### src/rtl/mode_ctrl_if.sv
`default_nettype none
// ============================================================================
// mode_ctrl_if -- button inputs, display sources and mode/status outputs of
//                 the watch mode controller.
// Revision: 1.0
// ============================================================================
interface mode_ctrl_if;
  logic        b1;
  logic        b2;
  logic        b3;
  logic [15:0] clk_bcd;
  logic [15:0] alarm_bcd;
  logic [15:0] sw_bcd;
  logic [3:0]  state1;
  logic        app_b1;
  logic        app_b2;
  logic        inc_pulse;
  logic        set_field;
  logic        alarm_en;
  logic [15:0] disp_bcd;
  logic [3:0]  blank;

  modport slave (
    input  b1, b2, b3, clk_bcd, alarm_bcd, sw_bcd,
    output state1, app_b1, app_b2, inc_pulse, set_field, alarm_en, disp_bcd, blank
  );

  modport master (
    output b1, b2, b3, clk_bcd, alarm_bcd, sw_bcd,
    input  state1, app_b1, app_b2, inc_pulse, set_field, alarm_en, disp_bcd, blank
  );
endinterface
`default_nettype wire

### src/rtl/mode_ctrl.sv
`default_nettype none
// ============================================================================
// mode_ctrl -- debounced three-button mode controller for a clock/alarm/
//              stopwatch watch: mode FSM, set-mode timeout, blink and display mux.
// Revision: 1.0
// ============================================================================
module mode_ctrl #(
  parameter int DEB_CYC    = 20,
  parameter int BLINK_HALF = 500,
  parameter int TIMEOUT    = 30000
) (
  input  wire logic   clk,
  input  wire logic   reset,
  mode_ctrl_if.slave  bus
);

  localparam int DEB_W = (DEB_CYC > 1) ? $clog2(DEB_CYC) : 1;
  localparam int BLK_W = $clog2(2 * BLINK_HALF);
  localparam int TO_W  = (TIMEOUT > 1) ? $clog2(TIMEOUT) : 1;

  localparam logic [DEB_W-1:0] DEB_LAST   = DEB_W'(DEB_CYC - 1);
  localparam logic [BLK_W-1:0] BLINK_LAST = BLK_W'(2 * BLINK_HALF - 1);
  localparam logic [BLK_W-1:0] BLINK_MID  = BLK_W'(BLINK_HALF);
  localparam logic [TO_W-1:0]  TO_LAST    = TO_W'(TIMEOUT - 1);

  typedef enum logic [3:0] {
    MODE_CLOCK     = 4'd0,
    MODE_CLK_SET   = 4'd1,
    MODE_ALARM     = 4'd2,
    MODE_AL_SET    = 4'd3,
    MODE_STOPWATCH = 4'd4
  } mode_e;

  logic [2:0] btn_raw;
  logic [2:0] press_q;

  assign btn_raw = {bus.b3, bus.b2, bus.b1};

  // Debounced level restarts high so a button held through reset must be
  // released before its next rising edge can produce a press.
  generate
    for (genvar i = 0; i < 3; i++) begin : g_btn
      logic             sync1_q;
      logic             sync2_q;
      logic             level_q;
      logic             pulse_q;
      logic [DEB_W-1:0] cnt_q;

      always_ff @(posedge clk) begin
        if (reset) begin
          sync1_q <= 1'b0;
          sync2_q <= 1'b0;
          level_q <= 1'b1;
          pulse_q <= 1'b0;
          cnt_q   <= '0;
        end else begin
          sync1_q <= btn_raw[i];
          sync2_q <= sync1_q;
          pulse_q <= 1'b0;
          if (sync2_q == level_q) begin
            cnt_q <= '0;
          end else if (cnt_q == DEB_LAST) begin
            cnt_q   <= '0;
            level_q <= sync2_q;
            pulse_q <= sync2_q;
          end else begin
            cnt_q <= cnt_q + DEB_W'(1);
          end
        end
      end

      assign press_q[i] = pulse_q;
    end
  endgenerate

  logic p1;
  logic p2;
  logic p3;
  logic any_press;

  assign p3        = press_q[2];
  assign p2        = press_q[1] & ~press_q[2];
  assign p1        = press_q[0] & ~press_q[1] & ~press_q[2];
  assign any_press = |press_q;

  mode_e            state_q, state_d;
  logic             set_field_q, set_field_d;
  logic             alarm_en_q, alarm_en_d;
  logic [TO_W-1:0]  to_q, to_d;
  logic [BLK_W-1:0] blink_q, blink_d;
  logic [15:0]      disp_q, disp_d;
  logic             in_set;
  logic             fwd_b1;
  logic             fwd_b2;
  logic             inc_req;
  logic [3:0]       blank_mask;

  assign in_set = (state_q == MODE_CLK_SET) || (state_q == MODE_AL_SET);

  always_comb begin
    state_d     = state_q;
    set_field_d = set_field_q;
    alarm_en_d  = alarm_en_q;
    fwd_b1      = 1'b0;
    fwd_b2      = 1'b0;
    inc_req     = 1'b0;
    to_d        = in_set ? (to_q + TO_W'(1)) : '0;
    blink_d     = (in_set && (blink_q != BLINK_LAST)) ? (blink_q + BLK_W'(1)) : '0;

    case (state_q)
      MODE_CLOCK: begin
        if (p3) begin
          state_d = MODE_ALARM;
        end else if (p2) begin
          state_d     = MODE_CLK_SET;
          set_field_d = 1'b0;
          to_d        = '0;
          blink_d     = '0;
        end
      end
      MODE_ALARM: begin
        if (p3) begin
          state_d = MODE_STOPWATCH;
        end else if (p2) begin
          state_d     = MODE_AL_SET;
          set_field_d = 1'b0;
          to_d        = '0;
          blink_d     = '0;
        end else if (p1) begin
          alarm_en_d = ~alarm_en_q;
        end
      end
      MODE_CLK_SET, MODE_AL_SET: begin
        if (p3) begin
          state_d = (state_q == MODE_CLK_SET) ? MODE_CLOCK : MODE_ALARM;
        end else if (p2) begin
          set_field_d = ~set_field_q;
          blink_d     = '0;
        end else if (p1) begin
          inc_req = 1'b1;
        end else if (to_q == TO_LAST) begin
          state_d = (state_q == MODE_CLK_SET) ? MODE_CLOCK : MODE_ALARM;
        end
      end
      MODE_STOPWATCH: begin
        if (p3) begin
          state_d = MODE_CLOCK;
        end else begin
          fwd_b1 = p1;
          fwd_b2 = p2;
        end
      end
      default: begin
        state_d = MODE_CLOCK;
      end
    endcase

    if (any_press) begin
      to_d = '0;
    end

    case (state_q)
      MODE_ALARM, MODE_AL_SET: disp_d = bus.alarm_bcd;
      MODE_STOPWATCH:          disp_d = bus.sw_bcd;
      default:                 disp_d = bus.clk_bcd;
    endcase

    // Hours occupy d3,d2 and minutes d1,d0; the field being set blinks.
    blank_mask = 4'b0000;
    if (in_set && (blink_q >= BLINK_MID)) begin
      blank_mask = set_field_q ? 4'b0011 : 4'b1100;
    end
  end

  always_ff @(posedge clk) begin
    if (reset) begin
      state_q     <= MODE_CLOCK;
      set_field_q <= 1'b0;
      alarm_en_q  <= 1'b0;
      to_q        <= '0;
      blink_q     <= '0;
      disp_q      <= '0;
    end else begin
      state_q     <= state_d;
      set_field_q <= set_field_d;
      alarm_en_q  <= alarm_en_d;
      to_q        <= to_d;
      blink_q     <= blink_d;
      disp_q      <= disp_d;
    end
  end

  assign bus.state1    = state_q;
  assign bus.app_b1    = fwd_b1;
  assign bus.app_b2    = fwd_b2;
  assign bus.inc_pulse = inc_req;
  assign bus.set_field = set_field_q;
  assign bus.alarm_en  = alarm_en_q;
  assign bus.disp_bcd  = disp_q;
  assign bus.blank     = blank_mask;

endmodule
`default_nettype wire
### src/flat_wrapper.sv
// flat-port wrapper written by rule: the top's interface ports become plain ports
module mode_ctrl_flat 
#(
  parameter int DEB_CYC    = 20,
  parameter int BLINK_HALF = 500,
  parameter int TIMEOUT    = 30000
)
  (clk, reset, bus_b1, bus_b2, bus_b3, bus_clk_bcd, bus_alarm_bcd, bus_sw_bcd, bus_state1, bus_app_b1, bus_app_b2, bus_inc_pulse, bus_set_field, bus_alarm_en, bus_disp_bcd, bus_blank);
  mode_ctrl_if bus_i ();
  input  wire logic clk;
  input  wire logic reset;
  input wire logic [$bits(bus_i.b1)-1:0] bus_b1;
  input wire logic [$bits(bus_i.b2)-1:0] bus_b2;
  input wire logic [$bits(bus_i.b3)-1:0] bus_b3;
  input wire logic [$bits(bus_i.clk_bcd)-1:0] bus_clk_bcd;
  input wire logic [$bits(bus_i.alarm_bcd)-1:0] bus_alarm_bcd;
  input wire logic [$bits(bus_i.sw_bcd)-1:0] bus_sw_bcd;
  output wire logic [$bits(bus_i.state1)-1:0] bus_state1;
  output wire logic [$bits(bus_i.app_b1)-1:0] bus_app_b1;
  output wire logic [$bits(bus_i.app_b2)-1:0] bus_app_b2;
  output wire logic [$bits(bus_i.inc_pulse)-1:0] bus_inc_pulse;
  output wire logic [$bits(bus_i.set_field)-1:0] bus_set_field;
  output wire logic [$bits(bus_i.alarm_en)-1:0] bus_alarm_en;
  output wire logic [$bits(bus_i.disp_bcd)-1:0] bus_disp_bcd;
  output wire logic [$bits(bus_i.blank)-1:0] bus_blank;
  assign bus_i.b1 = bus_b1;
  assign bus_i.b2 = bus_b2;
  assign bus_i.b3 = bus_b3;
  assign bus_i.clk_bcd = bus_clk_bcd;
  assign bus_i.alarm_bcd = bus_alarm_bcd;
  assign bus_i.sw_bcd = bus_sw_bcd;
  assign bus_state1 = bus_i.state1;
  assign bus_app_b1 = bus_i.app_b1;
  assign bus_app_b2 = bus_i.app_b2;
  assign bus_inc_pulse = bus_i.inc_pulse;
  assign bus_set_field = bus_i.set_field;
  assign bus_alarm_en = bus_i.alarm_en;
  assign bus_disp_bcd = bus_i.disp_bcd;
  assign bus_blank = bus_i.blank;
  mode_ctrl #(.DEB_CYC(DEB_CYC), .BLINK_HALF(BLINK_HALF), .TIMEOUT(TIMEOUT)) u_core (.clk(clk), .reset(reset), .bus(bus_i));
endmodule
### config.mk
export PLATFORM = sky130hd
export DESIGN_NAME = mode_ctrl_flat
export DESIGN_NICKNAME = d
export VERILOG_FILES = /design/src/rtl/mode_ctrl_if.sv /design/src/rtl/mode_ctrl.sv /design/src/flat_wrapper.sv
export SDC_FILE = /design/constraint.sdc
export NUM_CORES = 1
export LEC_CHECK = 0
export ABC_AREA = 1
export CAP_MARGIN = 20
export CORE_MARGIN = 2
export CORE_UTILIZATION = 49
export CTS_BUF_LIST = sky130_fd_sc_hd__clkbuf_16
export CTS_CLUSTER_SIZE = 20
export DETAILED_ROUTE_END_ITERATION = 6
export GPL_TIMING_DRIVEN = 0
export PLACE_DENSITY_LB_ADDON = 0.08
export SYNTH_ARGS = -nofsm -noshare
export SYNTH_HDL_FRONTEND = slang
export SYNTH_SLANG_ARGS = --single-unit
### constraint.sdc
create_clock -name clk -period 1.65 [get_ports clk]
set_clock_uncertainty 0.05 [all_clocks]
set_input_delay 0.4125 -clock clk [delete_from_list [all_inputs] [get_ports clk]]
set_output_delay 0.4125 -clock clk [all_outputs]
set_load 0.02 [all_outputs]
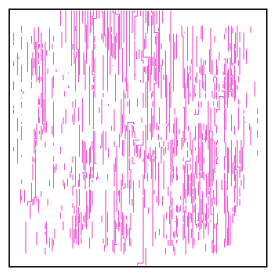
Fig. 1. The metal 2 layer (run 1).
(3 px per µm)
main direction: vertical
nets with wire on the layer: 480

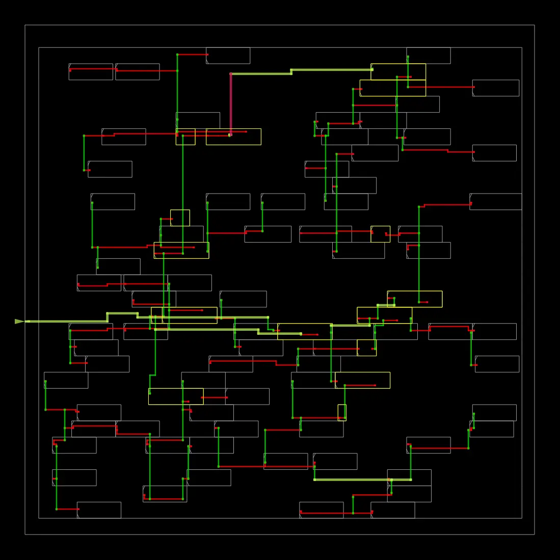
Fig. 2. Clock routing (run 1).
number of sequential cells: 73
Skew-Pair Late Insertion Delay: 0.33 ns
clkbuf count: 9
Clock group: 0.00195 W

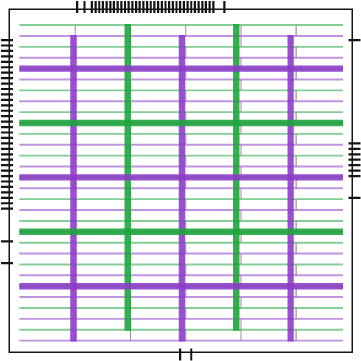
Fig. 3. Power grid (run 1).
(4 px per µm) Pins as bars on the die edge. Tap cells in grey.
legend:
  purple:
    net: VSS
  green:
    net: VDD
signal pins: 82
met5 straps: 5
met4 straps: 5

==> changes_impl.md, run 1 <==
### Changed

* Outcome: finished with violations
* Failing checks: negative setup slack
* Largest net degree at the start of global routing at 15
* Initial Util at 50.8%
* Tcrit/Tclk final at 117%
* Worst path top cell family by delay: flip-flops
* Routed WL at roughly 7.5 mm
* Setup-failing EPs final at 6
* Ant diodes at 0
* Fmax at around 520 MHz
* Die area at 0.00729 mm²
* # IOs at a little over 80
* Top power group: clock
* Worst R2R End: u_core.to_q[14]$_SDFF_PP0_
* Area after DPL at 0.00416 mm²
* Hold path cells at 2
* Met1 Usage GRT at 22.5%
* Signal inverters at about 46
* Comb area share at a little over a third
* Design Area, Final at about 0.0047 mm²
* Post-CTS Repair Setup Buffers at 8
* Top-area cell share at between 40% and 50%
* VDD IR max at around 0.00087 V
* Area leader, netlist: dfxtp_1
* Number of H-tree levels at 3
* Top logic cells by instance count in the layout: nand2_1 (81), nor2_1 (63), dfxtp_1 (63)
* Slowest cell on crit path: dfxtp_2
* Logic family by area: simple AND/OR/NAND/NOR gates
* Ys async rst share at 0%
* Clk pin slew, worst setup/hold paths at roughly 0.060 ns
* Post-CTS Hold Buffers at 0
* Antenna Nets Post-Route at 0
* Syn Inst Count at ~420
* Total global routing overflow at 0
* Worst Hold Class: flop to flop
* Vert. Die Dim at approximately 85 µm
* Top-count cell post-synth: nand2_1
* Post-synth cell types at 35
* Yosys cell count at 418
* M1 wire length at 3.21 mm
* Yosys stat area at about 0.0032 mm²
* Final Wtd Congestion at ~0.9
* Crit Path Class: flop to primary output
* Syn nets at ~480
* Final hold vios at 0
* Standby leakage power at roughly 1.9 nW
* # Max-Cap Violations at 0
* Syn Area/Cell at 7.76 µm²
* PnR worst setup slack at -0.288 ns
* Worst Hold Endpoint: u_core.g_btn[0].sync2_q$_SDFF_PP0_
* Residual DRC at 0
* Port buffer count at 80
* Hold WS at between 0.3 and 0.4 ns
* R2r worst-path depth at 8
* FP Rows at 29
* Yosys warnings at 0
* Fa+ha+maj area frac at about 2.3%
* And+or+nand+nor area frac at around 32%
* Area delta synth->final at 44.5%
* CTS Buf Count at 9
* OpenROAD warning count at 31
* Gate Area at 0.00163 mm²
* Biggest area cells: dfxtp_1 (45%), nand2_1 (9.9%), nor2_1 (7.9%), nand3_1 (4.6%), inv_1 (4.5%)
* First-pass GRT wire length at roughly 12 mm
* Most frequent logic cell in the layout: nand2_1
* Comb. pwr at ~0.00038 W
* Vias in the first global route at between 2000 and 3000
* Logic gate share of total power at a little under a tenth
* Critical path endpoint: bus_blank[3]
* # Taps at just under 80
* Pwr/cell area at between 800 and 900 mW/mm²
* Non-Filler Instances at 610
* Total sequential power at ~0.0018 W
* Layout Nets at approximately 590
* Buffers excl. clock at around 110
* Internal Power at roughly 0.0032 W
* Wire length on met3 at 419 µm
* Instance count on the critical path at 8
* Overall Global Routing Usage at 20.2%
* Worst path bufs/invs at 3
* GRT met2 Usage at between 30% and 40%
* Dpl cells at 575
==> inputs of run 2 (changes only) <==
CORE_UTILIZATION = 35   (was 49)
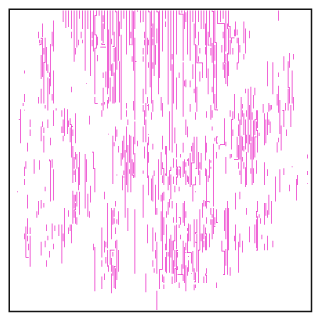
Fig. 4. The metal 2 layer (run 2).
(3 px per µm)
longest straight run: 31.2 µm
wire length on this layer: 3870 µm
main direction: vertical
share of all routed wire: 49%
nets with wire on the layer: 489

==> run 2 against run 1 <==
The flow still finishes with violations (negative setup slack). Sequential power about the same. Count of clock-buffer cells in the layout stayed put. Final cell count rose by 6.6%. Synthesized cell count unchanged. Worst hold slack lost 0.0018 ns. Combinational power rose by 5.7%. Critical path type unchanged. Critical endpoint unchanged.
==> changes_impl.md, run 2 <==
### Changed

* Yosys stat area at 0.00324 mm² (unchanged)
* Setup-failing EPs final at 7 (was 6)
* Syn Inst Count at 418 (unchanged)
* Non-Filler Instances at 650 (was 610)
* Gate Area at 0.00164 mm² (was 0.00163 mm²)
* CTS Buf Count at 9 (unchanged)
* Top-area cell share at 45.0% (unchanged)
* And+or+nand+nor area frac at 32.0% (unchanged)
* Instance count on the critical path at 8 (unchanged)
* Critical path endpoint: bus_blank[3] (unchanged)
* Outcome: finished with violations (unchanged)
* Clock group at 0.00179 W (was 0.00195 W)
* Hold WS at 0.351 ns (was 0.353 ns)
* Tcrit/Tclk final at 118% (was 117%)
* Biggest area cells: dfxtp_1 (45%), nand2_1 (9.9%), nor2_1 (7.9%), nand3_1 (4.6%), inv_1 (4.5%) (unchanged)
* Total global routing overflow at 0 (unchanged)
* Design Area, Final at 0.00477 mm² (was 0.00469 mm²)
* Yosys cell count at 418 (unchanged)
* Yosys warnings at 0 (unchanged)
* GRT met2 Usage at 24.8% (was 36.3%)
* # Max-Cap Violations at 0 (unchanged)
* Standby leakage power at 1.90 nW (about the same)
* Dpl cells at 609 (was 575)
* Ys async rst share at 0% (unchanged)
* Layout Nets at 593 (was 587)
* Post-synth cell types at 35 (unchanged)
* Area leader, netlist: dfxtp_1 (unchanged)
* Fa+ha+maj area frac at 2.31% (unchanged)
* Met1 Usage GRT at 20.3% (was 22.5%)
* FP Rows at 35 (was 29)
* Number of sequential cells at 73 (unchanged)
* Die area at 0.0101 mm² (was 0.00729 mm²)
* Failing checks: negative setup slack (unchanged)
* Crit Path Class: flop to primary output (unchanged)
* # Taps at 111 (was 77)
* Overall Global Routing Usage at 16.0% (was 20.2%)
* Worst Hold Endpoint: u_core.g_btn[2].sync2_q$_SDFF_PP0_ (was u_core.g_btn[0].sync2_q$_SDFF_PP0_)
* M1 wire length at 3.47 mm (was 3.21 mm)
* Signal inverters at 46 (unchanged)
* Vias in the first global route at 2810 (was 2847)
* Top-count cell post-synth: nand2_1 (unchanged)
* Hold path cells at 2 (unchanged)
* Skew-Pair Late Insertion Delay at 0.33 ns (about the same)
* Wire length on met3 at 352 µm (was 419 µm)
* Vert. Die Dim at 100 µm (was 85.4 µm)
* Antenna Nets Post-Route at 0 (unchanged)
* VDD IR max at 0.000455 V (was 0.000870 V)
* Number of H-tree levels at 3 (unchanged)
* Total sequential power at 0.00183 W (was 0.00184 W)
* Top logic cells by instance count in the layout: nand2_1 (81), nor2_1 (63), dfxtp_1 (63) (unchanged)
* PnR worst setup slack at -0.299 ns (was -0.288 ns)
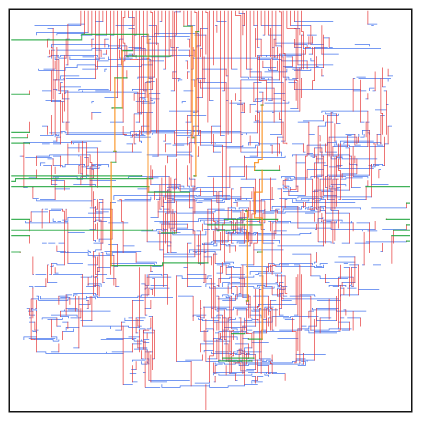
Fig. 5. Routed metal, one colour a layer (run 2).
(4 px per µm)
legend:
  orange:
    layer: met4
    wire_length: 248 µm
  red:
    layer: met2
    wire_length: 3870 µm
  blue:
    layer: met1
    wire_length: 3470 µm
  green:
    layer: met3
    wire_length: 353 µm

Power is estimated from default activity; no workload was simulated.
